$ cat src/rtl/cpu_pkg.sv
// Shared pipeline types for the memory stage: load/store op codes and datapath widths.
// Also holds the small decode helper used by the data-memory interface FSM.
package cpu_pkg;

    localparam int DW = 10;
    localparam int RW = 3;

    typedef enum logic [1:0] {
        LDST_NONE  = 2'b00,
        LDST_LOAD  = 2'b01,
        LDST_STORE = 2'b10,
        LDST_RSVD  = 2'b11
    } ldst_e;

    typedef enum logic {
        S_IDLE = 1'b0,
        S_WAIT = 1'b1
    } mem_state_e;

    function automatic logic is_mem_op(input logic [1:0] code);
        return (code == LDST_LOAD) || (code == LDST_STORE);
    endfunction

endpackage

$ cat src/rtl/dmem_if.sv
// Data-memory handshake: IDLE/WAIT FSM, request latches and optional access timeout.
// The timeout counter and mem_err pulse exist only when MEM_TIMEOUT_EN is defined.
//   state  | meaning
//   S_IDLE | accepting a new op; a request is driven straight from the EX/MEM inputs
//   S_WAIT | request outstanding; memory-side outputs come from the latched copy
module dmem_if
    import cpu_pkg::*;
#(
    parameter int TIMEOUT_CYC = 15
) (
    input  logic          clk,
    input  logic          rst,
    input  logic [1:0]    ldst_en,
    input  logic          wr_en,
    input  logic [DW-1:0] alu_out,
    input  logic [RW-1:0] wr_reg,
    input  logic [DW-1:0] t1,
    input  logic          mem_ack,
    output logic          mem_req,
    output logic          mem_we,
    output logic [DW-1:0] mem_addr,
    output logic [DW-1:0] mem_wdata,
    output logic          stall,
    output logic          done,
    output logic          done_wr_en,
    output logic [RW-1:0] done_wr_reg,
    output logic          pass_thru,
    output logic          abort,
    output logic          mem_err
);

    mem_state_e    state_q, state_d;
    logic [DW-1:0] lat_addr_q, lat_wdata_q;
    logic          lat_we_q, lat_wr_en_q;
    logic [RW-1:0] lat_wr_reg_q;
    logic          op;
    logic          limit;

    assign op = is_mem_op(ldst_en);

`ifdef MEM_TIMEOUT_EN
    localparam int CW = $clog2(TIMEOUT_CYC + 1);
    logic [CW-1:0] cnt_q, cnt_d;
    logic          mem_err_q;

    assign limit = (state_q == S_WAIT) && (cnt_q == CW'(TIMEOUT_CYC));

    always_comb begin
        cnt_d = cnt_q;
        if (state_q == S_IDLE) begin
            cnt_d = '0;
        end else if (!mem_ack && !limit) begin
            cnt_d = cnt_q + CW'(1);
        end
    end

    always_ff @(posedge clk) begin
        if (rst) begin
            cnt_q     <= '0;
            mem_err_q <= 1'b0;
        end else begin
            cnt_q     <= cnt_d;
            mem_err_q <= abort;
        end
    end

    assign mem_err = mem_err_q;
`else
    assign limit   = 1'b0;
    assign mem_err = 1'b0;
`endif

    always_comb begin
        state_d     = state_q;
        mem_req     = 1'b0;
        mem_we      = lat_we_q;
        mem_addr    = lat_addr_q;
        mem_wdata   = lat_wdata_q;
        done_wr_en  = lat_wr_en_q;
        done_wr_reg = lat_wr_reg_q;
        pass_thru   = 1'b0;
        abort       = 1'b0;
        case (state_q)
            S_IDLE: begin
                if (op) begin
                    mem_req     = 1'b1;
                    mem_we      = ldst_en[1];
                    mem_addr    = alu_out;
                    mem_wdata   = t1;
                    done_wr_en  = wr_en;
                    done_wr_reg = wr_reg;
                    if (!mem_ack) state_d = S_WAIT;
                end else begin
                    pass_thru = 1'b1;
                end
            end
            S_WAIT: begin
                mem_req = 1'b1;
                // an ack arriving on the limit cycle still completes normally
                if (mem_ack) begin
                    state_d = S_IDLE;
                end else if (limit) begin
                    mem_req = 1'b0;
                    abort   = 1'b1;
                    state_d = S_IDLE;
                end
            end
            default: state_d = S_IDLE;
        endcase
        if (rst) begin
            mem_req   = 1'b0;
            pass_thru = 1'b0;
            abort     = 1'b0;
            state_d   = S_IDLE;
        end
    end

    assign stall = mem_req & ~mem_ack;
    assign done  = mem_req & mem_ack;

    always_ff @(posedge clk) begin
        if (rst) begin
            state_q      <= S_IDLE;
            lat_addr_q   <= '0;
            lat_wdata_q  <= '0;
            lat_we_q     <= 1'b0;
            lat_wr_en_q  <= 1'b0;
            lat_wr_reg_q <= '0;
        end else begin
            state_q <= state_d;
            if (state_q == S_IDLE && op) begin
                lat_addr_q   <= alu_out;
                lat_wdata_q  <= t1;
                lat_we_q     <= ldst_en[1];
                lat_wr_en_q  <= wr_en;
                lat_wr_reg_q <= wr_reg;
            end
        end
    end

endmodule

$ cat src/rtl/mem_stage.sv
// Pipeline MEM stage: drives the data-memory port through dmem_if and owns the write-back registers.
// Build with MEM_TIMEOUT_EN defined to abort accesses that stay unacknowledged for TIMEOUT_CYC cycles.
module mem_stage
    import cpu_pkg::*;
#(
    parameter int TIMEOUT_CYC = 15
) (
    input  logic          clk,
    input  logic          rst,
    input  logic [1:0]    ldst_en,
    input  logic          wr_en,
    input  logic [DW-1:0] alu_out,
    input  logic [RW-1:0] wr_reg,
    input  logic [DW-1:0] t1,
    output logic          stall,
    output logic          mem_req,
    output logic          mem_we,
    output logic [DW-1:0] mem_addr,
    output logic [DW-1:0] mem_wdata,
    input  logic          mem_ack,
    input  logic [DW-1:0] mem_rdata,
    output logic          wb_wr_en,
    output logic [DW-1:0] wb_data,
    output logic [RW-1:0] wb_reg,
    output logic          mem_err
);

    logic          done, done_wr_en, pass_thru, abort;
    logic [RW-1:0] done_wr_reg;
    logic          wb_wr_en_q;
    logic [DW-1:0] wb_data_q;
    logic [RW-1:0] wb_reg_q;

    dmem_if #(.TIMEOUT_CYC(TIMEOUT_CYC)) u_dmem_if (
        .clk         (clk),
        .rst         (rst),
        .ldst_en     (ldst_en),
        .wr_en       (wr_en),
        .alu_out     (alu_out),
        .wr_reg      (wr_reg),
        .t1          (t1),
        .mem_ack     (mem_ack),
        .mem_req     (mem_req),
        .mem_we      (mem_we),
        .mem_addr    (mem_addr),
        .mem_wdata   (mem_wdata),
        .stall       (stall),
        .done        (done),
        .done_wr_en  (done_wr_en),
        .done_wr_reg (done_wr_reg),
        .pass_thru   (pass_thru),
        .abort       (abort),
        .mem_err     (mem_err)
    );

    // stalls, stores and aborted accesses all retire as bubbles; data/index hold
    always_ff @(posedge clk) begin
        if (rst) begin
            wb_wr_en_q <= 1'b0;
            wb_data_q  <= '0;
            wb_reg_q   <= '0;
        end else if (stall || abort) begin
            wb_wr_en_q <= 1'b0;
        end else if (done) begin
            if (mem_we) begin
                wb_wr_en_q <= 1'b0;
            end else begin
                wb_wr_en_q <= done_wr_en;
                wb_data_q  <= mem_rdata;
                wb_reg_q   <= done_wr_reg;
            end
        end else if (pass_thru) begin
            wb_wr_en_q <= wr_en;
            wb_data_q  <= alu_out;
            wb_reg_q   <= wr_reg;
        end
    end

    assign wb_wr_en = wb_wr_en_q;
    assign wb_data  = wb_data_q;
    assign wb_reg   = wb_reg_q;

endmodule

$ cat config.mk
export PLATFORM = sky130hd
export DESIGN_NAME = mem_stage
export DESIGN_NICKNAME = d
export VERILOG_FILES = /design/src/rtl/cpu_pkg.sv /design/src/rtl/dmem_if.sv /design/src/rtl/mem_stage.sv
export SDC_FILE = /design/constraint.sdc
export NUM_CORES = 1
export LEC_CHECK = 0
export ABC_AREA = 1
export CORE_UTILIZATION = 41
export CTS_BUF_LIST = sky130_fd_sc_hd__clkbuf_8
export CTS_CLUSTER_SIZE = 25
export DETAILED_ROUTE_END_ITERATION = 10
export PLACE_DENSITY = 0.79
export SLEW_MARGIN = 0
export SYNTH_ARGS = -nofsm -noshare
export SYNTH_HDL_FRONTEND = slang
export SYNTH_SLANG_ARGS = --single-unit
$ cat constraint.sdc
create_clock -name clk -period 1.15 [get_ports clk]
set_input_delay 0.23 -clock clk [delete_from_list [all_inputs] [get_ports clk]]
set_output_delay 0.23 -clock clk [all_outputs]
set_load 0.05 [all_outputs]
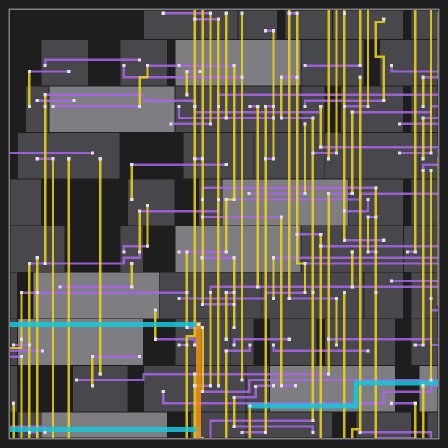
run_1/detail.png
Region (6, 42) to (31, 67) um. Cells in grey, sequential cells in the stronger grey; small squares are vias.
Yellow is metal 2. Purple is metal 1. Orange is metal 4. Cyan is metal 3.
Sequential cells in the window: 8. 51 logic cells have their middle in the window. Netlist names of flops here include u_dmem_if.lat_addr_q (6), u_dmem_if.lat_wdata_q (2). Most frequent: nor2_1 (8), dfxtp_1 (8).

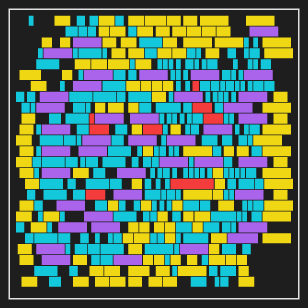
run_1/placement_by_type.png
Drawn at 4 px/um.
Purple is sequential cells, cells 40, share of their area 21%. Red is clock drivers and dummy loads, cells 8, share of their area 2.9%. Cyan is combinational and other logic, cells 220, share of their area 39%. Yellow is remaining buffers and delay cells, cells 123, share of their area 37%.

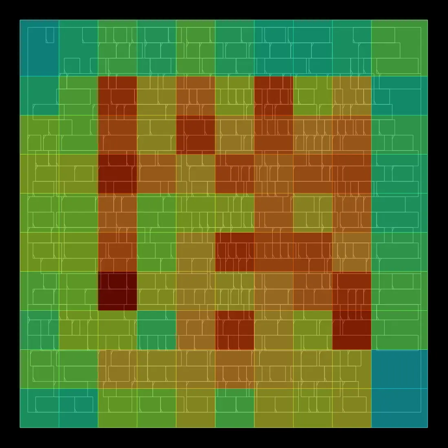
run_1/congestion.png
WL per Instance: 13.92 um
Global Route Usage Sum: 24.92%
M1 GR Usage: 29.09%
M3 GR Usage: 4.722%

==> flow_summary.json, run 1 <==
{
  "status": "finished, violations left",
  "violations": "setup timing",
  "swShare_pct": 36.74,
  "rsz0062_at_grt": "true",
  "die_h_um": 72.03,
  "final_common_cell": "nor2_1",
  "ys_cells": 274,
  "drtPass1Iterations": 4,
  "htree_levels": 2,
  "skew_ps": 5.699,
  "detail-route-antenna-nets": 0,
  "synth-edff-count": 0,
  "maxCapViolCount": 0,
  "gp_congestion": 0.8488,
  "warnings": 29,
  "grt_max_degree": 26,
  "crit_arrival_ps": 1370,
  "fp_nets": 313,
  "period_minus_slack_ps": 1598,
  "grt_antenna_before_repair": 0,
  "max_stage_delay_ps": 330,
  "ir_drop_uv": 918.7,
  "crit_buf_inv": 4,
  "vias": 2205,
  "yosysChipArea_mm2": 0.002011,
  "drv_slew": 0,
  "logic_area_mm2": 0.001275,
  "crit_top_cell": "inv_4",
  "yosysMostFrequentCell": "nor2_1",
  "hold_ws_ps": 476.0,
  "clk_latency_ps": 290,
  "use_met2_pct": 46.33,
  "syn_to_final_growth_pct": 90.54,
  "layout_setup_ws_ps": -447.6,
  "wl_um": 6375,
  "fp_util_pct": 42.57,
  "critPathLaunchType": "flip-flop",
  "die_x_um": 72.03,
  "yosysWarnings": 0,
  "switchingPower_uw": 1883,
  "r2r_end": "wb_reg[2]$_SDFFE_PP0P_",
  "r2r_start": "u_dmem_if.state_q$_SDFF_PP0_",
  "netlist_instances": 274,
  "register_area_um2": 802.0,
  "internal-power_uw": 3241,
  "ff_type": "dfxtp_1",
  "root_buffer": "clkbuf_8",
  "worst-setup-path-type": "flip-flop to output port",
  "combPwrFrac_pct": 46.7,
  "overflow": 0,
  "final_nets": 429,
  "synth.top_cell.area_share_pct": 39.83,
  "finalHoldViolCount": 0,
  "end_kind": "output port",
  "fmax_mhz": 625.9,
  "power_density_mw_per_mm2": 1337,
  "synth_area_mm2": 0.002011,
  "hp-class": "input port to flip-flop",
  "reg2reg_depth": 11,
  "crit_chain": "inv_4 > nand2_8 > buf_6 > o21ai_4 > inv_4 > buf_8",
  "required_ps": 920,
  "p_clk_uw": 1130,
  "ys_top_cells_by_count": "nor2_1, nand2_1, dfxtp_1",
  "power_leader": "combinational logic",
  "dpl_worst_slack_ps": -866.9,
  "grt_pass1_vias": 2170,
  "clock_power_share_pct": 22.1,
  "cts_tree": "yes",
  "clk_path_buf_depth": 2,
  "hold_start": "mem_ack",
  "fill_cells": 295,
  "finalSetupTns_ps": -13060,
  "fin_crit_sh_pct": 138.9,
  "drt_iter0_markers": 190,
  "ioPinCount": 77,
  "cp_top_family": "buffers and inverters",
  "yosysTopAreaCell": "dfxtp_1",
  "min_path_cells": 2,
  "ys_seq_share_pct": 39.83,
  "p_seq_uw": 1590,
  "drive_gt1_share_pct": 46.55,
  "dp_hpwl_um": 3986,
  "p_comb_uw": 2390,
  "synthDistinctLibCells": 23,
  "grt_pass1_wl_um": 10010,
  "ys.flops": 40,
  "p_leak_uw": 0.001744,
  "rows": 25,
  "pwr-share-seq_pct": 31.1,
  "path_clk_slew_ps": 80,
  "busiest_layer": "met2",
  "drt-vias-per-instance": 4.814,
  "die-area_mm2": 0.005188,
  "cts.sinks": 40,
  "cts_inserted_buffers": 5,
  "n_antenna_cell": 0,
  "area_leaders": "dfxtp_1, nor2_1, nand2_1",
  "min_to": "u_dmem_if.state_q$_SDFF_PP0_",
  "async_flop_share_pct": 0,
  "synth_area_per_cell_um2": 7.338,
  "drcViolationCount": 0,
  "cpMaxStageDelayCell": "dfxtp_2",
  "cp_max_fo": 10,
  "portBuffers": 75,
  "setup_violations": 44,
  "core-area_mm2": 0.004723,
  "lay_top_cells": "nor2_1, nand2_1, dfxtp_1",
  "regToRegSetupSlack_ps": -280
}
==> run 1: worst max path at each step <==
stage / start / end / slack (ps) / cells after the start
after global routing: u_dmem_if.state_q$_SDFF_PP0_ / mem_addr[9] / -500 / 6
after CTS: u_dmem_if.state_q$_SDFF_PP0_ / mem_addr[9] / -440 / 6
after floorplan: u_dmem_if.state_q$_SDFF_PP0_ / mem_addr[0] / -80 / 7
after detailed placement: ldst_en[0] / mem_addr[7] / -870 / 10
final: u_dmem_if.state_q$_SDFF_PP0_ / mem_addr[6] / -450 / 6
after global placement: ldst_en[0] / mem_addr[9] / -810 / 10
==> run 1: area by class of cell <==
cell class / instances / share of cell area, %
Timing Repair inverter: 1 / 0.2286
Timing Repair Buffer: 123 / 35.83
Clock inverter: 3 / 1.012
Inverter: 30 / 4.735
Multi-Input combinational cell: 189 / 33.28
Clock buffer: 5 / 1.796
Tap cell: 67 / 2.188
Sequential cell: 40 / 20.93
==> run 1: stage by stage <==
step | power (uW) | instances | util [%] | instance area, um2
floorplan | 2777 | 274 | - | 2093
global placement | 3542 | 441 | 68.95 | 3257
detailed placement | 3575 | 441 | 68.95 | 3257
CTS | 4992 | 455 | 78.54 | 3710
global route | 5327 | 458 | 81.11 | 3831
finish | 5124 | 458 | 81.11 | 3831
==> run 1: per-layer routing <==
metal,routed length (um),vias up
met5,0,-
met4,75,0
met3,319,10
met2,3518,80
met1,2462,1034
li1,-,1081
==> run 1: kinds of logic after synthesis <==
kind of cell / synth area share, %
simple gates: 39.51
other cells: 0.1865
compound gates: 9.956
flops: 39.83
buf+inv: 10.52
==> run 1: timing repair <==
item | CTS | global route
resized | 76 | 24
buffers inserted | 4 | 3
endpoints found under the setup margin | 63 | 47
hold buffers | 0 | 0
cloned | 2 | 0
pin swaps | 3 | 4
==> run 1 -> run 2 <==
--- a/config.mk
+++ b/config.mk
@@ -6,6 +6,7 @@
 export NUM_CORES = 1
 export LEC_CHECK = 0
 export ABC_AREA = 1
+export CORE_MARGIN = 8
 export CORE_UTILIZATION = 41
 export CTS_BUF_LIST = sky130_fd_sc_hd__clkbuf_8
 export CTS_CLUSTER_SIZE = 25
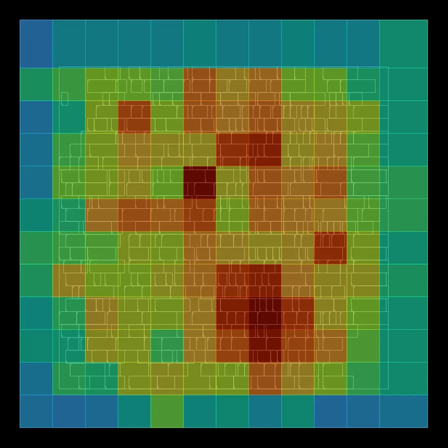
run_2/congestion.png
M1 GR Usage: 20.60%
Layout Utilization: 80.40%
gr busiest metal: met2

==> run 2 against run 1 <==
The run still ends with setup timing left. Sequential share of layout area increased by 0.19 points. Cell area decreased by 0.88%. Via count decreased by 0.32%. Core utilization decreased by 0.72 points. Largest cell class unchanged. Cell count decreased by 0.66%. Routed wire length increased by 7.8%. Sequential cell count unchanged. Worst setup slack got worse by 18 ps. Die size increased by 43%. Maximum frequency decreased by 1.1%. Non-clock buffer count decreased by 4.
==> flow_summary.json, run 2 <==
{
  "status": "finished, violations left",
  "violations": "setup timing",
  "rows": 25,
  "area_leaders": "dfxtp_1, nor2_1, nand2_1",
  "cpMaxStageDelayCell": "dfxtp_2",
  "logic_area_mm2": 0.001279,
  "fill_cells": 287,
  "yosysMostFrequentCell": "nor2_1",
  "yosysChipArea_mm2": 0.002011,
  "switchingPower_uw": 1904,
  "crit_top_cell": "inv_4",
  "cts_hold_buf": 0,
  "final_common_cell": "nor2_1",
  "place_inst": 439,
  "yosysTopAreaCell": "dfxtp_1",
  "use_met2_pct": 33.17,
  "die_h_um": 86.03,
  "die-area_mm2": 0.007401,
  "fin_crit_sh_pct": 140.5,
  "async_flop_share_pct": 0,
  "synth_area_mm2": 0.002011,
  "regToRegSetupSlack_ps": -280,
  "path_clk_slew_ps": 80,
  "placed_area_mm2": 0.003242,
  "required_ps": 920,
  "hp-class": "flip-flop to flip-flop",
  "setup_violations": 43,
  "grt_usage_pct": 18.81,
  "hold_ws_ps": 590.5,
  "dpl_worst_slack_ps": -844.7,
  "vias": 2198,
  "final_nets": 426,
  "ff_type": "dfxtp_1",
  "drcViolationCount": 0,
  "worst-setup-path-type": "flip-flop to output port",
  "dp_hpwl_um": 4430,
  "ir_drop_uv": 1058,
  "ys_cells": 274,
  "wl_um": 6875,
  "combPwrFrac_pct": 46.3,
  "synth_area_per_cell_um2": 7.338,
  "syn_to_final_growth_pct": 88.86,
  "max_stage_delay_ps": 330,
  "gp_congestion": 0.8747,
  "fp_nets": 313,
  "period_minus_slack_ps": 1615,
  "ioPinCount": 77,
  "p_leak_uw": 0.001718,
  "top_layer": "met4",
  "drv_slew": 0,
  "wl_met2_um": 3655,
  "grt_pass1_vias": 2315,
  "cts_inserted_buffers": 5,
  "clk_latency_ps": 290,
  "power.total_uw": 5109,
  "finalSetupTns_ps": -13920,
  "ys.flops": 40,
  "drt-vias-per-instance": 4.831,
  "clk_path_buf_depth": 2,
  "synth-edff-count": 0,
  "grt_max_degree": 26,
  "grt_antenna_before_repair": 0,
  "rsz0062_at_grt": "true",
  "synthDistinctLibCells": 23,
  "internal-power_uw": 3205,
  "power_density_mw_per_mm2": 1345,
  "stdcell_area_mm2": 0.003797,
  "netlist_instances": 274,
  "drtPass1Iterations": 4,
  "core-area_mm2": 0.004723,
  "cts.sinks": 40,
  "root_buffer": "clkbuf_8",
  "stdcell_count": 455,
  "crit_buf_inv": 4,
  "crit_arrival_ps": 1390,
  "crit_chain": "inv_4 > nand2_8 > buf_8 > o21ai_4 > inv_4 > buf_6",
  "layout_setup_ws_ps": -465.2,
  "htree_levels": 2,
  "die_x_um": 86.03,
  "drt_iter0_markers": 107,
  "cp_max_fo": 13,
  "ys_seq_share_pct": 39.83,
  "synth.top_cell.area_share_pct": 39.83,
  "wl_per_cell_um": 15.11,
  "fp_util_pct": 42.57,
  "met1_length_um": 2652,
  "skew_ps": 4.387,
  "detail-route-antenna-nets": 0,
  "grtUsageMet3_pct": 6.399,
  "n_antenna_cell": 0,
  "clock_power_share_pct": 22.6
}
## run 2: cell count changes in the layout (fill, tap and decap cells not counted), sizes merged
cell      delta
buf          -4
nand2        +1
clkinvlp     +1
inv          -1
## run 2: power by group through the flow
stage / Sequential (uW) / Clock [uW] / Combinational [uW]
after detailed placement: 1620 / 0 / 1960
after global placement: 1610 / 0 / 1930
final: 1590 / 1150 / 2370
after CTS: 1590 / 1160 / 2310
after floorplan: 1760 / 0 / 1010
after global routing: 1600 / 1230 / 2490
## run 2: timing repair
| action | in CTS | in global routing |
|---|---|---|
| endpoints found under the setup margin | 63 | 45 |
| pin swaps | 2 | 4 |
| buffers inserted | 2 | 3 |
| cloned | 3 | 0 |
| resized | 86 | 7 |
## run 2: layout make-up
cell class / count / share of cell area (%)
multi-input combinational: 190 / 33.67
clock inverter: 3 / 1.120
inverter: 30 / 4.909
sequential: 40 / 21.12
tap: 67 / 2.208
timing repair inverter: 1 / 0.2306
timing repair buffer: 119 / 34.93
clock buffer: 5 / 1.812
## run 2: final timing paths
kind,startpoint,end,cells after the start
setup / recovery,u_dmem_if.state_q$_SDFF_PP0_,mem_addr[9],6
hold / removal,u_dmem_if.lat_wr_reg_q[1]$_SDFFE_PP0P_,u_dmem_if.lat_wr_reg_q[1]$_SDFFE_PP0P_,3
setup reg to reg,u_dmem_if.state_q$_SDFF_PP0_,wb_data[1]$_SDFFE_PP0P_,9
hold reg to reg,u_dmem_if.lat_wr_reg_q[1]$_SDFFE_PP0P_,u_dmem_if.lat_wr_reg_q[1]$_SDFFE_PP0P_,3
## run 2: logic make-up (layout without fill, tap and decap cells)
logic type      count (synthesis)  in the layout  synth area share [%]
other cells                     1              1                0.1865
simple gates                  162            164                 39.51
flops                          40             40                 39.83
compound gates                 25             25                 9.956
buf+inv                        46            158                 10.52
Power is estimated from default activity; no workload was simulated.
